**src/rtl/global_defs.sv**
```systemverilog
// global_defs: shared request-path types (op encoding, address width, queue state and entry).
package global_defs;
    localparam int ADDRESS_WIDTH = 16;
    // Widest age the entry view can carry; narrower counters zero-extend into it.
    localparam int ENTRY_AGE_WIDTH = 16;
    typedef enum logic [1:0] {NOP, READ, WRITE, IFETCH} parsed_op_t;
    typedef enum logic [1:0] {EMPTY, ACTIVE, FULL} queue_states_t;
    typedef struct packed {
        parsed_op_t opcode;
        logic [ADDRESS_WIDTH-1:0] address;
        logic [ENTRY_AGE_WIDTH-1:0] age;
    } queue_entry_t;
endpackage

```
**src/rtl/age_counter.sv**
```systemverilog
// age_counter: saturating age counter with clear and tick; clear wins over tick.
module age_counter #(
    parameter int WIDTH = 8
) (
    input  logic             clk,
    input  logic             rst,
    input  logic             clear,
    input  logic             tick,
    output logic [WIDTH-1:0] age
);
    always_ff @(posedge clk)
        if (rst || clear) age <= '0;
        else if (tick && !(&age)) age <= age + WIDTH'(1);
endmodule

```
**src/rtl/request_queue.sv**
```systemverilog
// request_queue: FIFO of parsed ops with drop accounting and a debug state machine.
// Define REQUEST_QUEUE_AGE_EN to build per-entry age counters ticked by CPU_clk rising edges.
module request_queue
    import global_defs::*;
#(
    parameter int QUEUE_DEPTH = 16,
    parameter int AGE_WIDTH   = 8
) (
    input  logic                         clk,
    input  logic                         rst,
    input  logic                         op_ready_s,
    input  parsed_op_t                   opcode,
    input  logic [ADDRESS_WIDTH-1:0]     address,
    input  logic                         CPU_clk,
    input  logic                         deq_ready,
    output logic                         head_valid,
    output parsed_op_t                   head_opcode,
    output logic [ADDRESS_WIDTH-1:0]     head_address,
    output logic [AGE_WIDTH-1:0]         head_age,
    output logic                         full,
    output logic                         empty,
    output logic [$clog2(QUEUE_DEPTH):0] occupancy,
    output logic                         overflow_s,
    output logic [15:0]                  drop_count,
    output queue_states_t                state
);
    localparam int PW = $clog2(QUEUE_DEPTH);
    logic [PW-1:0] wr_ptr, rd_ptr;
    logic [PW:0] count;
    parsed_op_t op_mem [QUEUE_DEPTH];
    logic [ADDRESS_WIDTH-1:0] addr_mem [QUEUE_DEPTH];
    logic [AGE_WIDTH-1:0] age_head;
    logic push_req, push, pop, drop;
    queue_entry_t head;

    assign push_req   = op_ready_s && opcode != NOP;
    assign pop        = deq_ready && !empty;
    assign push       = push_req && (!full || pop);
    assign drop       = push_req && full && !pop;
    assign full       = state == FULL;
    assign empty      = state == EMPTY;
    assign occupancy  = count;
    assign head_valid = !empty;
    assign overflow_s = drop && !rst;

    always_ff @(posedge clk)
        if (push) begin
            op_mem[wr_ptr]   <= opcode;
            addr_mem[wr_ptr] <= address;
        end

    always_ff @(posedge clk) begin
        if (rst) begin
            wr_ptr     <= '0;
            rd_ptr     <= '0;
            count      <= '0;
            drop_count <= '0;
            state      <= EMPTY;
        end else begin
            if (push) wr_ptr <= wr_ptr + PW'(1);
            if (pop) rd_ptr <= rd_ptr + PW'(1);
            if (push && !pop) count <= count + (PW+1)'(1);
            else if (pop && !push) count <= count - (PW+1)'(1);
            if (drop && drop_count != 16'hFFFF) drop_count <= drop_count + 16'd1;
            case (state)
                EMPTY:   if (push) state <= ACTIVE;
                ACTIVE:  if (push && !pop && count == (PW+1)'(QUEUE_DEPTH-1)) state <= FULL;
                         else if (pop && !push && count == (PW+1)'(1)) state <= EMPTY;
                FULL:    if (pop && !push) state <= ACTIVE;
                default: state <= EMPTY;
            endcase
        end
    end

`ifdef REQUEST_QUEUE_AGE_EN
    logic cpu_clk_q, tick;
    logic [AGE_WIDTH-1:0] ages [QUEUE_DEPTH];
    always_ff @(posedge clk) cpu_clk_q <= rst ? 1'b0 : CPU_clk;
    assign tick = CPU_clk && !cpu_clk_q;
    for (genvar i = 0; i < QUEUE_DEPTH; i++) begin : g_age
        age_counter #(.WIDTH(AGE_WIDTH)) u_age (
            .clk  (clk),
            .rst  (rst),
            .clear(push && wr_ptr == PW'(i)),
            .tick (tick),
            .age  (ages[i])
        );
    end
    assign age_head = ages[rd_ptr];
`else
    logic unused;
    assign unused   = CPU_clk;
    assign age_head = '0;
`endif

    // An empty queue presents an all-zero entry, which reads as NOP/0/0.
    always_comb begin
        head = '0;
        if (head_valid) begin
            head.opcode  = op_mem[rd_ptr];
            head.address = addr_mem[rd_ptr];
            head.age     = ENTRY_AGE_WIDTH'(age_head);
        end
    end

    assign head_opcode  = head.opcode;
    assign head_address = head.address;
    assign head_age     = AGE_WIDTH'(head.age);
endmodule

```
**config.mk**
```make
export PLATFORM = sky130hd
export DESIGN_NAME = request_queue
export DESIGN_NICKNAME = d
export VERILOG_FILES = /design/src/rtl/global_defs.sv /design/src/rtl/age_counter.sv /design/src/rtl/request_queue.sv
export SDC_FILE = /design/constraint.sdc
export NUM_CORES = 1
export LEC_CHECK = 0
export CAP_MARGIN = 20
export CORE_ASPECT_RATIO = 2
export CORE_MARGIN = 3
export CORE_UTILIZATION = 33
export DETAILED_ROUTE_END_ITERATION = 10
export PLACE_DENSITY = 0.6
export SYNTH_ARGS = -nofsm -noshare
export SYNTH_HDL_FRONTEND = slang
export SYNTH_SLANG_ARGS = --single-unit
```
**constraint.sdc**
```tcl
create_clock -name clk -period 3.4 [get_ports clk]
set_clock_uncertainty 0.15 [all_clocks]
set_input_delay 0.68 -clock clk [delete_from_list [all_inputs] [get_ports clk]]
set_output_delay 0.68 -clock clk [all_outputs]
set_load 0.01 [all_outputs]
```
met4.png
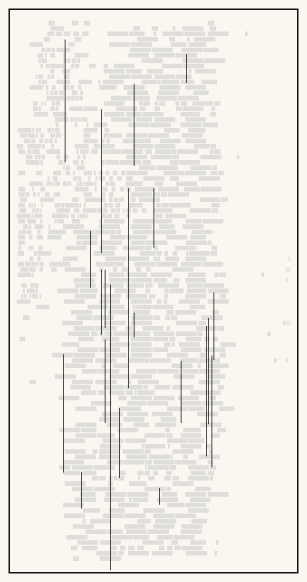
longest straight run	145 um
share of all routed wire	3.3%
wire length on this layer	974 um

metal_stack.png
Two of the layers only.
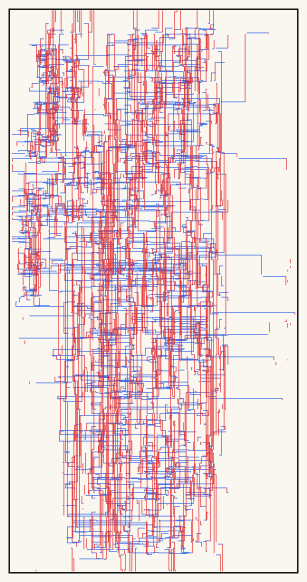
layer	color	wire length
met1	blue	10500 um
met2	red	17200 um
WL/cell: 21.5 um
final wirelength: 29.6 mm
GRT Resource Usage Total: 14.2%
Via Count: 6952

zoom.png
Region (97, 59) to (122, 84) um. Cells in gray, sequential cells in the stronger gray; small squares are vias.
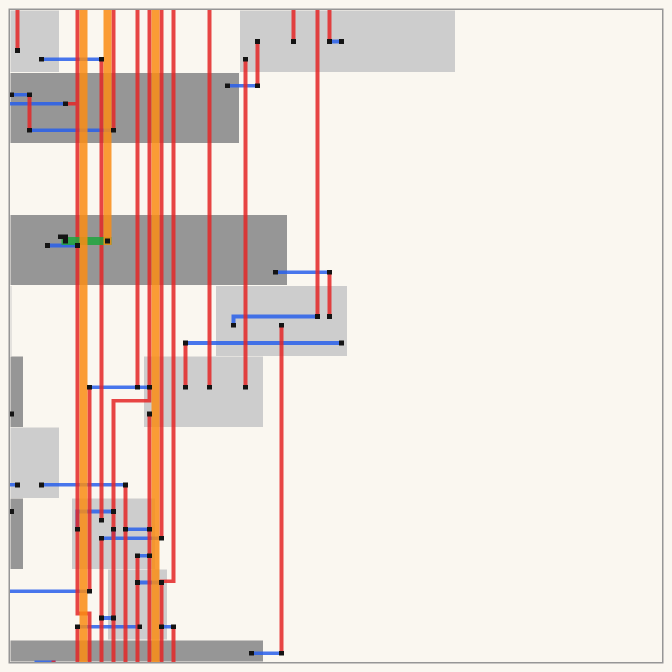
layer	color
met1	blue
met4	orange
met2	red
met3	green
most frequent	edfxtp_1 (2)
netlist names of flops here include	`addr_mem` (2)
sequential cells in the window	2
cells with their middle in the window	7

final_congestion.png
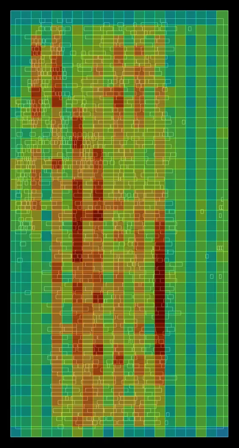
gr busiest metal: met2
GR Util met2: 27.9%

pdn.png
The bar under the picture is 50 um long. Pins as bars on the die edge. Tap cells in gray.
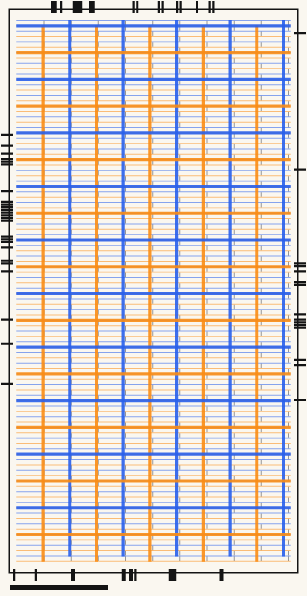
net	color
VSS	orange
VDD	blue
tap cells	515
met4 straps	10
rows	101
Max VDD drop: 316 uV
CORE AREA: 38300 sq um

==> impl_metrics.toml <==
# yosys + openroad results
[routing]
top_layer_used = "met4"
ant_nets = 0
drc = 0
wl_met1_mm = 10.5
dr.pass1.iters = 4
route.met3.wl_um = 966

[job]
warnings = 35
drv_cap = 0

[placement]
dpl_worst_slack_ns = 0.0906
dpl_cell_area_sq_um = 14600
post-place-cells = 1313

[layout]
logic_gate_count = 346
comb_area_sq_um = 3430
largest_reg_flops = 256
fin_area_sq_um = 15700
final_cells = 1379
layout_top_cell = "edfxtp_1"
n_clock_buffer = 30
comb-cell-share_pct = 21.9
layout.nets = 882
seq_area_share_pct = 59.7
num_antenna_cells = 0
drive_above_1_share_pct = 25.2
flops = 323
n_all_buffers = 138
final-clk-cell-share_pct = 5.13
dominant_cells = "sequential cells"
fin_util_pct = 41.0
seqCellArea_sq_um = 9360

[grt]
grt_pass1_wl_mm = 44.9
use_met1_pct = 15.5
grt_overflow = 0
antenna_found_initial = 0
grt_pass1_vias = 7428

[worst_setup_path]
crit_arrival_ns = 2.51
cpPeakStageDelay_ns = 0.52
crit_end = "head_address[11]"
crit_chain = "buf_6, buf_4, buf_16, mux4_2, and3_4, a221o_1, buf_2"
rrSetupSlack_ns = 0.78
cp.required_ns = 2.57
cp-start-kind = "flip-flop"
rr_worst_depth = 7
crit_fanout = 7
cp_slowest_cell = "mux4_2"
r2r-end = "addr_mem[2][12]"

[sta]
slew_headroom_pct = 62.9
fin_ws_ns = 0.0556
fmax_mhz = 299
timing.hold.ws_ns = 0.377
finalCritPeriodShare_pct = 98.4
worst_pin_slew_ns = 0.555
finalHoldViolCount = 0
rsz0062_at_grt = "yes"

[synthesis]
ys_sh_mux_pct = 13.4
ys_top_cells_by_count = "edfxtp_1, mux4_2, nor2_1"
synthAdderAreaFrac_pct = 1.17
logic_family = "multiplexers"
top_area_cell = "edfxtp_1"
netlist.area_leader.share_pct = 67.1
yosys.area_share.aoi_pct = 4.77
async_reset_ff_share_pct = 0
yosysMostFrequentCell = "edfxtp_1"
ys_sh_xor_pct = 0.612
synth-edff-count = 288
synthDistinctLibCells = 45
yosys.stat.seqShare_pct = 72.5
area_leaders = "edfxtp_1, mux4_2, dfxtp_1"
synth-simple-area-share_pct = 5.42
ys_ff = 323
ys_cells = 719

[clock_tree]
cts-root-buf = "clkbuf_16"
clockBufferDepth = 3
numCtsBuffers = 27
cts.repair.resized = 68
clkSinkCount = 323
cts_tree = "done"
ctsHoldBuffers = 0

[power_and_ir_drop]
seq_power_share_pct = 56.1
power-top-group = "sequential cells"
p_clk_share_pct = 36.9
total_power_mw = 7.84
clock_power_mw = 2.89
p_sw_mw = 1.67
share_comb_of_total_power_pct = 7.1

[floorplan]
die-area_sq_um = 41600
die_h_um = 285
ios = 76
fp_util_pct = 33.7
std_cell_rows = 101

[worst_hold_path]
holdPathStages = 2

[status]
status = "finished, final reports clean"
No activity file was given, so power comes from the tool's default toggle rates.
